Design button_event_scheduler, sky130hd; sources not shown.
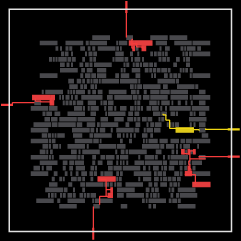
*Wires at chosen ports, followed through buffers, run 1*
(2 px per um)
[yellow] `o_valid` | bits: 1 | direction: output | edge: right | end cells: 1 | wire: 37.8 um
[red] `i_buttons` | bits: 4 | direction: input | edge: 1 top, 1 left, 1 right, 1 bottom | end cells: 16 | wire: 141 um
Buffers on Ports: 13
I/O Pins: 14

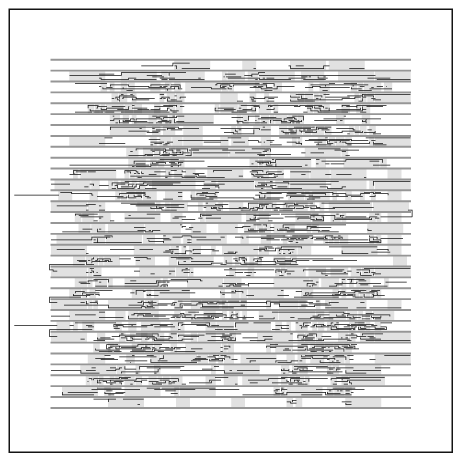
*Met1 routing, run 1*
(4 px per um) Supply wires on this layer in gray.
wire length on this layer: 4,420 um
longest straight run: 29.0 um
nets with wire on the layer: 492
main direction: horizontal
share of all routed wire: 50%
DRT Wirelength: 8860 um
vias: 3,499

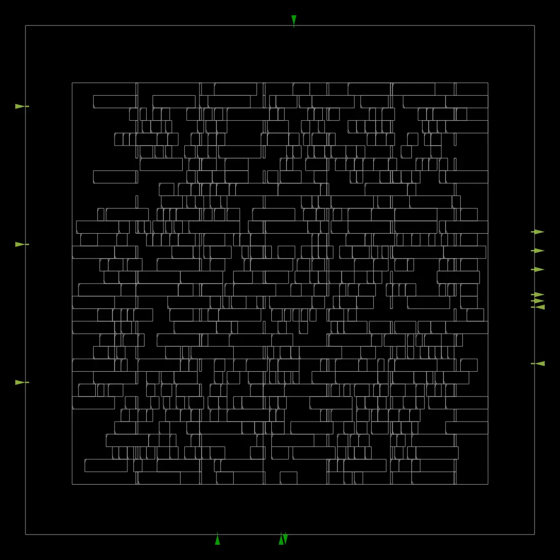
*Placed standard cells, run 1*
Row Count: 32
seq_cells: 75
# Taps: 102
tally of filler cells in the layout: 684
post-layout util: 61.6%

==> results.json, run 1 <==
{
  "mux_area_share_pct": 2.10,
  "sh_comb_area_pct": 48.7,
  "logic_area_um2": 2360,
  "dr_wl_met3_um": 274,
  "track_usage_pct": 15.2,
  "core_area_um2": 7850,
  "fmax_mhz": 350,
  "nNonClkBuffers": 15,
  "buf_share_pct": 3.00,
  "hold_slack_ns": 0.272,
  "flop_area_um2": 1880,
  "rsz0062_at_grt": "no",
  "dr.first_iter.drc_count": 117,
  "antenna_found_initial": 0,
  "cts_hold_buffers": 0,
  "cts_sinks": 75,
  "synth_cells": 492,
  "seq_share_pct": 38.8,
  "warnings": 38,
  "overflow": 0,
  "grtUsageMet2_pct": 22.8,
  "reg2reg_depth": 7,
  "synth.avg_cell_area_um2": 8.96,
  "critical_path_class": "reg -> reg",
  "ir_drop_v": 0.000198,
  "top_usage_layer": "met2",
  "adder_share_pct": 6.24,
  "n_all_inverters": 30,
  "worst_pin_slew_ns": 0.739,
  "finalCritPeriodShare_pct": 49.7,
  "nClkBuffers": 12,
  "die_x_um": 110,
  "clock_path_buffers": 2,
  "nets": 538,
  "cts_tree": "done",
  "simple_gate_area_share_pct": 24.1,
  "ys_async_sr_fraction_pct": 100,
  "areaGrowthSynthToFinish_pct": 9.62,
  "setup-tns-final_ns": 0,
  "holdPathStages": 1,
  "clk_latency_ns": 0.35,
  "layout_setup_ws_ns": 2.89,
  "area_leaders": "dfrtp_1 (43%), o21ai_0 (7.2%), ha_1 (6.2%), nand2_1 (4.7%), nor2_1 (3.4%)",
  "finalSetupViolations": 0,
  "post_cts_buffers": 0,
  "hold_path_class": "reg -> reg",
  "drc": 0,
  "drt_pass1_iterations": 4,
  "finalPower_uw": 1950,
  "dieArea_um2": 12200,
  "outcome": "finished, final reports clean",
  "ys_chip_area_um2": 4410
}
## run 1: through the flow
step | instance area, um2 | cells
6_report | 4830 | 613
5_1_grt | 4830 | 613
4_1_cts | 4830 | 613
3_5_place_dp | 4620 | 599
3_3_place_gp | 4620 | 599
2_1_floorplan | 4410 | 492
## run 1: worst max-delay path, stage by stage (launching register included)
cell,delay (ns)
dfrtp_1,0.40
ha_1,0.21
nand3_2,0.12
or3_4,0.52
nor2_1,0.35
o211ai_1,0.35
nand2b_1,0.34
o31ai_1,0.27
## run 1: where the power goes
| part | total, uW | internal [uW] | switching [uW] |
|---|---|---|---|
| Clock | 452 | 264 | 189 |
| Combinational | 783 | 316 | 467 |
| Sequential | 710 | 618 | 91.9 |
| Total | 1950 | 1200 | 748 |
--- run 2 (diff from run 1) ---
Clock period 5.75 ns to 2.88 ns, I/O delays scaled along.
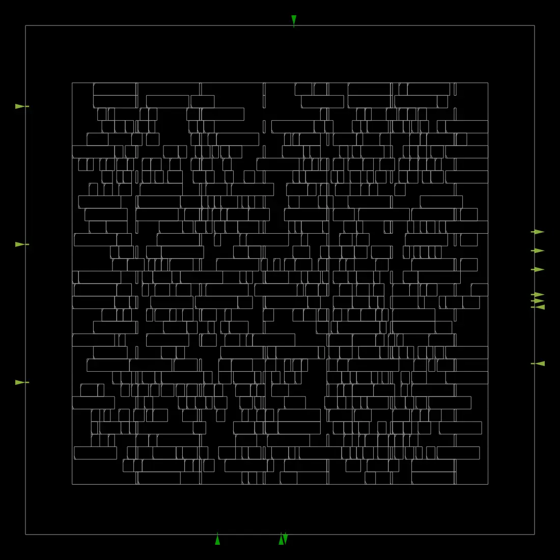
*Placed standard cells, run 2*
core box area: 7850 um2
Seq/total area: 38.3%

==> results.json, run 2 <==
{
  "outcome": "finished, final reports clean",
  "dr_wl_met3_um": 293,
  "area_leaders": "dfrtp_1 (43%), o21ai_0 (7.2%), ha_1 (6.2%), nand2_1 (4.7%), nor2_1 (3.4%)",
  "p_clk_uw": 925,
  "ys_chip_area_um2": 4410,
  "pwr-share-comb_pct": 41.0,
  "ys_async_sr_fraction_pct": 100,
  "utilization_pct": 62.4,
  "io_buffers": 13,
  "drc": 0,
  "clk_latency_ns": 0.35,
  "setup-tns-final_ns": 0,
  "cp.depth": 7,
  "design_area_um2": 4890,
  "h-tree-depth": 3,
  "top_cell_area_share_pct": 42.6,
  "finalCritPeriodShare_pct": 92.9,
  "netSwitchingFraction_pct": 38.4,
  "nFillCells": 709,
  "synth.avg_cell_area_um2": 8.96,
  "reg2reg_depth": 7,
  "simple_gate_area_share_pct": 24.1,
  "finalPower_uw": 3970,
  "detailed_place.area_um2": 4670,
  "power_leader": "combinational logic",
  "grtUsageMet2_pct": 22.8,
  "hold_path_class": "in -> async",
  "cts_sinks": 75,
  "track_usage_pct": 15.2,
  "worst-path-buf-inv": 0,
  "cp.required_ns": 2.94,
  "cp_cell_sequence": "ha_1 -> nand3_2 -> or3_4 -> nor2_1 -> o211ai_1 -> nand2b_1 -> o31ai_1",
  "ios": 14,
  "dr.first_iter.drc_count": 114,
  "warnings": 38,
  "switching_power_uw": 1520,
  "ir_drop_v": 0.000333,
  "finalSetupViolations": 0,
  "p_seq_share_pct": 35.7,
  "critical_path.top_delay_family": "simple AND/OR/NAND/NOR gates",
  "fp-row-count": 32,
  "wl_um": 8800,
  "synth_cells": 492,
  "seq-power_uw": 1420,
  "overflow": 0,
  "nets": 543,
  "mux_area_share_pct": 2.10,
  "drt_pass1_iterations": 4,
  "critical_path_class": "reg -> reg",
  "dpl.cell_count": 604,
  "vias": 3509,
  "antenna_found_initial": 0,
  "final_cells": 620,
  "die_x_um": 110,
  "power.internal_uw": 2440,
  "rsz0062_at_grt": "no",
  "fmax_mhz": 374,
  "dieArea_um2": 12200,
  "areaGrowthSynthToFinish_pct": 11.0,
  "cts_hold_buffers": 0
}
==> run 2: cell count changes in the layout (fill, tap and decap cells not counted), sizes merged <==
cell and change:
clkinv +3, buf +5, clkbuf -1
==> run 2: logic make-up (layout without fill, tap and decap cells) <==
family                     after synthesis  after routing
buffers and inverters                   40             66
xor gates and xnor gates                13             13
DFF                                     75             75
adders and majority gates               22             22
muxes                                    9              9
AOI/OAI and AO/OA                      131            131
and+or+nand+nor                        202            202
==> run 2: area by class of cell <==
type                    count  area [um2]  area share [%]
flip-flops and latches     75        1880            38.3
well taps                 102         128            2.61
clock buffers              11         151            3.09
multi-input cells         377        2360            48.1
repair buffers             20         195            3.99
clock inverters             5        75.1            1.53
inverters                  30         113            2.30
Power and IR drop assume default switching activity.
